==> images/port_nets.png <==
(3 px per µm)
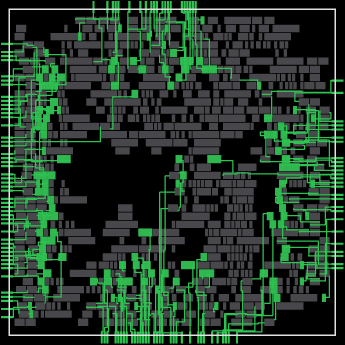
==> images/final_clocks.png <==
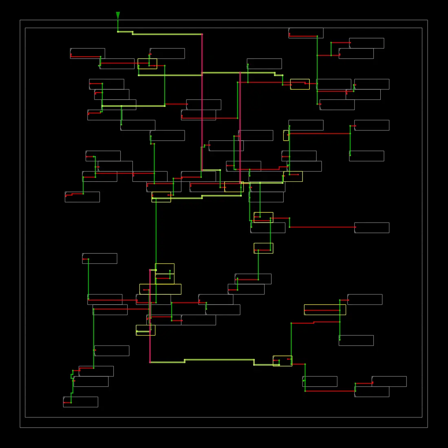
==> images/met2.png <==
(4 px per µm)
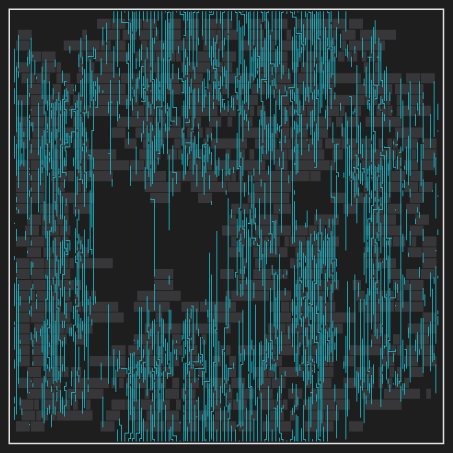
==> images/cell_classes.png <==
(3 px per µm) Fill, decap, tap and diode cells in grey.
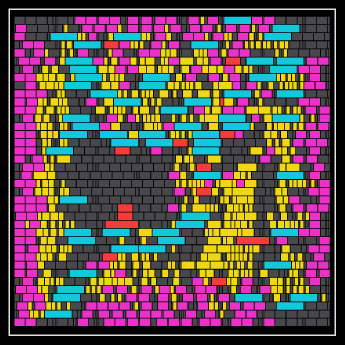
==> src/rtl/apu_access_arbiter.sv <==
// Round-robin arbiter sharing one access-protection lookup unit between NUM_REQ requesters.
// Each accepted access is checked against the APU permission, then forwarded downstream or rejected.
module apu_access_arbiter #(
  parameter int NUM_REQ = 4,
  parameter int ADDR_W  = 32,
  parameter int CNT_W   = 16,
  parameter int ID_W    = 3
) (
  input  logic                      ACLK,
  input  logic                      ARESET,
  input  logic [NUM_REQ-1:0]        req_valid,
  input  logic [NUM_REQ*ADDR_W-1:0] req_addr,
  input  logic [NUM_REQ-1:0]        req_write,
  output logic [NUM_REQ-1:0]        req_ready,
  output logic [ADDR_W-1:0]         apu_addr,
  input  logic [1:0]                apu_perm,
  output logic                      m_valid,
  input  logic                      m_ready,
  output logic [ADDR_W-1:0]         m_addr,
  output logic                      m_write,
  output logic [ID_W-1:0]           m_id,
  output logic                      err_valid,
  output logic [ID_W-1:0]           err_id,
  output logic [1:0]                err_perm,
  input  logic                      enforce,
  output logic [CNT_W-1:0]          viol_cnt,
  output logic                      viol_irq,
  input  logic                      irq_clr
);

  typedef enum logic [1:0] {IDLE, LOOKUP, FWD, DENY} state_t;

  state_t              state_q, state_d;
  logic [ID_W-1:0]     last_q, last_d;
  logic [ID_W-1:0]     id_q, id_d;
  logic [ADDR_W-1:0]   addr_q, addr_d;
  logic                write_q, write_d;
  logic [1:0]          perm_q, perm_d;
  logic [CNT_W-1:0]    cnt_q, cnt_d;
  logic                irq_q, irq_d;

  logic [ID_W-1:0]     cand_idx [NUM_REQ];
  logic [NUM_REQ-1:0]  cand_vld;
  logic                gnt_found;
  logic [ID_W-1:0]     gnt_idx;
  logic [NUM_REQ-1:0]  gnt_oh;
  logic [ADDR_W-1:0]   gnt_addr;
  logic                gnt_write;
  logic                is_viol;
  logic                log_viol;

  // Candidate gi is the requester gi+1 places after the last grant, wrapped modulo NUM_REQ.
  for (genvar gi = 0; gi < NUM_REQ; gi++) begin : g_cand
    logic [ID_W:0] sum;
    assign sum           = {1'b0, last_q} + (ID_W+1)'(gi + 1);
    assign cand_idx[gi]  = (sum >= (ID_W+1)'(NUM_REQ)) ? ID_W'(sum - (ID_W+1)'(NUM_REQ))
                                                        : sum[ID_W-1:0];
    assign cand_vld[gi]  = |(req_valid & (NUM_REQ'(1) << cand_idx[gi]));
    assign gnt_oh[gi]    = gnt_found && (gnt_idx == ID_W'(gi));
    assign req_ready[gi] = (state_q == IDLE) && gnt_oh[gi];
  end

  always_comb begin
    gnt_found = 1'b0;
    gnt_idx   = '0;
    for (int k = 0; k < NUM_REQ; k++) begin
      if (!gnt_found && cand_vld[k]) begin
        gnt_found = 1'b1;
        gnt_idx   = cand_idx[k];
      end
    end
  end

  always_comb begin
    gnt_addr  = '0;
    gnt_write = 1'b0;
    for (int k = 0; k < NUM_REQ; k++) begin
      if (gnt_oh[k]) begin
        gnt_addr  = req_addr[k*ADDR_W +: ADDR_W];
        gnt_write = req_write[k];
      end
    end
  end

  // perm bit 1 blocks writes, bit 0 blocks reads; 11 blocks both.
  assign is_viol = write_q ? apu_perm[1] : apu_perm[0];

  always_comb begin
    state_d  = state_q;
    last_d   = last_q;
    id_d     = id_q;
    addr_d   = addr_q;
    write_d  = write_q;
    perm_d   = perm_q;
    cnt_d    = cnt_q;
    irq_d    = irq_q;
    log_viol = 1'b0;
    if (irq_clr) irq_d = 1'b0;
    case (state_q)
      IDLE: begin
        if (gnt_found) begin
          state_d = LOOKUP;
          last_d  = gnt_idx;
          id_d    = gnt_idx;
          addr_d  = gnt_addr;
          write_d = gnt_write;
        end
      end
      LOOKUP: begin
        perm_d   = apu_perm;
        log_viol = is_viol;
        state_d  = (is_viol && enforce) ? DENY : FWD;
      end
      FWD:     if (m_ready) state_d = IDLE;
      DENY:    state_d = IDLE;
      default: state_d = IDLE;
    endcase
    // A violation logged this cycle overrides a simultaneous clear.
    if (log_viol) begin
      irq_d = 1'b1;
      if (cnt_q != '1) cnt_d = cnt_q + CNT_W'(1);
    end
  end

  always_ff @(posedge ACLK or posedge ARESET) begin
    if (ARESET) begin
      state_q <= IDLE;
      last_q  <= ID_W'(NUM_REQ - 1);
      id_q    <= '0;
      addr_q  <= '0;
      write_q <= 1'b0;
      perm_q  <= '0;
      cnt_q   <= '0;
      irq_q   <= 1'b0;
    end else begin
      state_q <= state_d;
      last_q  <= last_d;
      id_q    <= id_d;
      addr_q  <= addr_d;
      write_q <= write_d;
      perm_q  <= perm_d;
      cnt_q   <= cnt_d;
      irq_q   <= irq_d;
    end
  end

  assign apu_addr  = addr_q;
  assign m_addr    = addr_q;
  assign m_write   = write_q;
  assign m_id      = id_q;
  assign m_valid   = (state_q == FWD);
  assign err_valid = (state_q == DENY);
  assign err_id    = id_q;
  assign err_perm  = perm_q;
  assign viol_cnt  = cnt_q;
  assign viol_irq  = irq_q;

endmodule

==> config.mk <==
export PLATFORM = sky130hd
export DESIGN_NAME = apu_access_arbiter
export DESIGN_NICKNAME = d
export VERILOG_FILES = /design/src/rtl/apu_access_arbiter.sv
export SDC_FILE = /design/constraint.sdc
export NUM_CORES = 1
export LEC_CHECK = 0
export ABC_AREA = 1
export CORE_UTILIZATION = 40
export DETAILED_ROUTE_END_ITERATION = 7
export GPL_TIMING_DRIVEN = 1
export PLACE_DENSITY = 0.82
export REMOVE_ABC_BUFFERS = 1
export SYNTH_ARGS = -nofsm -noshare
export SYNTH_HDL_FRONTEND = slang
export SYNTH_SLANG_ARGS = --single-unit
==> constraint.sdc <==
create_clock -name ACLK -period 7.6 [get_ports ACLK]
set_clock_uncertainty 0.1 [all_clocks]
set_input_delay 1.52 -clock ACLK [delete_from_list [all_inputs] [get_ports ACLK]]
set_output_delay 1.52 -clock ACLK [all_outputs]
set_load 0.02 [all_outputs]
==> summary.log <==
INFO  finish         lay_top_count=sky130_fd_sc_hd__clkdlybuf4s50_1
INFO  critical_path  timing.critical_path.to_type=output pin
INFO  finish         mostFrequentLayoutCells=sky130_fd_sc_hd__clkdlybuf4s50_1 (238), sky130_fd_sc_hd__nand2_1 (151), sky130_fd_sc_hd__nand4_1 (74)
INFO  finish         multi_input_comb_area=0.00230mm²
INFO  critical_path  crit_path_end=req_ready[2]
INFO  detailed_routing viasPerCell=5.44
INFO  power_and_ir_drop max-vdd-ir-drop=0.0825mV
INFO  critical_path  crit-reg2reg-capture=apu_addr[3]
INFO  synth          synth.comb.largest_family=simple AND/OR/NAND/NOR gates
INFO  detailed_routing drtAntennaViolNets=0
INFO  critical_path  timing.critical_path.buf_inv=5
INFO  clock_tree     cts.root.buffer_cell=sky130_fd_sc_hd__clkbuf_8
INFO  timing         timing_worst_slew_pin_value=906ps
INFO  global_route   global_route.overflow_total=0
INFO  synth          synth_top_area_share=0.316
INFO  finish         layoutNonFillerInstCount=931
INFO  timing         hold_viol_final=0
INFO  synth          ys_sh_xor=0.0272
INFO  timing         slew_viol_final=0
INFO  die            fp.coreArea=0.0109mm²
INFO  global_route   busiest_layer=met2
INFO  power_and_ir_drop dominant_power_group=the clock network
INFO  finish         antenna-diode-count=0
INFO  clock_tree     clk_pin_slew_worst_paths=70ps
INFO  placement      placed_cell_area=0.00662mm²
INFO  detailed_routing detailroute.wirelength.met2=7.87mm
INFO  detailed_routing met1_length=5.94mm
INFO  timing         rsz0062_at_grt=no
INFO  timing         setup_total_negative_slack=0ps
INFO  global_route   grt_pass1_vias=4,947
INFO  synth          synth.top_cells.by_count=sky130_fd_sc_hd__nand2_1 (152), sky130_fd_sc_hd__nand4_1 (74), sky130_fd_sc_hd__dfrtp_1 (57)
INFO  finish         layout.clock.cell_area_share=0.0315
INFO  synth          yosysMostFrequentCell=sky130_fd_sc_hd__nand2_1
INFO  finish         ff_latch_area=0.00148mm²
INFO  run            tool_warning_count=31
INFO  detailed_routing first_pass_iters=7
INFO  power_and_ir_drop power_frac_seq=0.428
INFO  global_route   antenna_found_initial=0
INFO  critical_path  timing.reg2reg.setup_slack=4000ps
INFO  synth          synth_top_cell_by_area=sky130_fd_sc_hd__dfrtp_1
INFO  die            chip_area=0.0117mm²
INFO  critical_path  worst_r2r_path_depth=15
INFO  power_and_ir_drop swShare=0.211
INFO  critical_path  worstSetupPathDepth=13
INFO  power_and_ir_drop clock_power_share=0.450
INFO  placement      placed_cells_incl_taps=917
INFO  power_and_ir_drop p_leak=3.23nW
INFO  power_and_ir_drop fin_total_pwr=0.733mW
INFO  finish         layout.nonclk_buf_frac=0.357
INFO  critical_path  critical_path_required=5980ps
INFO  synth          ys_seq_share=0.328
INFO  die            nWellTaps=140
INFO  synth          synth-adder-area-share=0.0250
INFO  clock_tree     cts_post_setup_buffers_inserted=0
INFO  timing         max_slew_margin=0.394
INFO  synth          synth.yosys.num_cells=606
INFO  critical_path  slowest_stage=sky130_fd_sc_hd__clkdlybuf4s50_1
INFO  critical_path  cp_slowest_stage_delay=680ps
INFO  clock_tree     max-clock-path-buffers=2
INFO  finish         clkbuf_count=12
INFO  global_route   track_usage=0.258
INFO  outcome        status=complete, no violations
INFO  placement      gpl.final_weighted_congestion=0.797
INFO  synth          dominantRegCellSynth=sky130_fd_sc_hd__dfrtp_1
INFO  finish         area_dominant_class=non-clock buffers
INFO  die            die_h=108µm
INFO  worst_hold_path holdPathStages=2
INFO  global_route   pin_count_of_the_biggest_net_entering_global_routing=70
INFO  timing         post-route-period-util=0.786
INFO  synth          synth_simple_gate_area_share=0.340
INFO  synth          post_synth_instance_area=0.00451mm²
INFO  power_and_ir_drop p_comb=0.0891mW
INFO  timing         setup_viol=0
INFO  finish         inverters_excl_clock=60
INFO  die            chipWidth=108µm
INFO  finish         logic_gates=412
INFO  critical_path  critical_path_peak_fanout=26
INFO  synth          yosys_warnings=0
INFO  finish         area.growth.synth_to_final=51.6%
INFO  global_route   grt_use_met1=0.289
INFO  detailed_routing post-route-drc-count=0
INFO  synth          area_leaders=sky130_fd_sc_hd__dfrtp_1 (32%), sky130_fd_sc_hd__nand2_1 (13%), sky130_fd_sc_hd__nand4_1 (10%)
INFO  global_route   first_pass_grt_wire_length=23.4mm
INFO  power_and_ir_drop power_density=107mW/mm²
INFO  worst_hold_path hp-start=err_perm[1]
INFO  critical_path  data_arrival_time_of_the_critical_path=4350ps
INFO  power_and_ir_drop pg_seq=0.314mW
INFO  finish         largest_reg_flops=32
INFO  synth          ys_sh_aoi=0.115
INFO  die            fp_util=0.414
INFO  synth          synth_flops=59
INFO  power_and_ir_drop p_comb_frac=0.122
INFO  critical_path  worstPathCellList=clkdlybuf4s50_1 > nand2_1 > nand2_1 > inv_1 > nand2_2 > nor2_8 > nand3b_2 > buf_4 > nand2_2 > inv_1 > nand2_1 > nor3_1 > clkdlybuf4s50_1
INFO  synth          synthMuxAreaShare=0.00250
INFO  placement      dp_worst_setup_slack=1640ps
INFO  detailed_routing routed_wire_length_per_instance=16.3µm
INFO  synth          count_of_different_cell_masters_after_synthesis=35
INFO  critical_path  worstSetupStartpointType=input port
INFO  detailed_routing topRoutingLayerUsed=met4
INFO  finish         nFillCells=940
-- port_nets.png (at the start) --
`req_addr` -> green  # bits 128, direction input, end cells 128, buffers 128, wire 2,860 µm
Port Buf Inserts: 238
total I/O pin count: 239

-- final_clocks.png (at the start) --
FF+latch count: 59
number of clock sinks seen by CTS: 59
cts bufs inserted: 9
clock latency on the worst-skew pair: 360 ps
power of the clock network: 0.330 mW

-- met2.png (at the start) --
longest straight run = 53.2 µm
nets with wire on the layer = 784
wire length on this layer = 7,870 µm
met2 routing resource usage after global routing: 0.475
Vias: 5,064
Routed Wire Length: 15.2 mm

-- cell_classes.png (at the start) --
flops -> cyan  # cells 59
other buffers and delay cells -> magenta  # cells 246
clock drivers and dummy loads -> red  # cells 14
all other logic -> yellow  # cells 472
post-layout instance area: 0.00684 mm²
number of core rows: 38
fraction of standard cell area that is sequential: 0.216

Power and IR drop assume default switching activity.
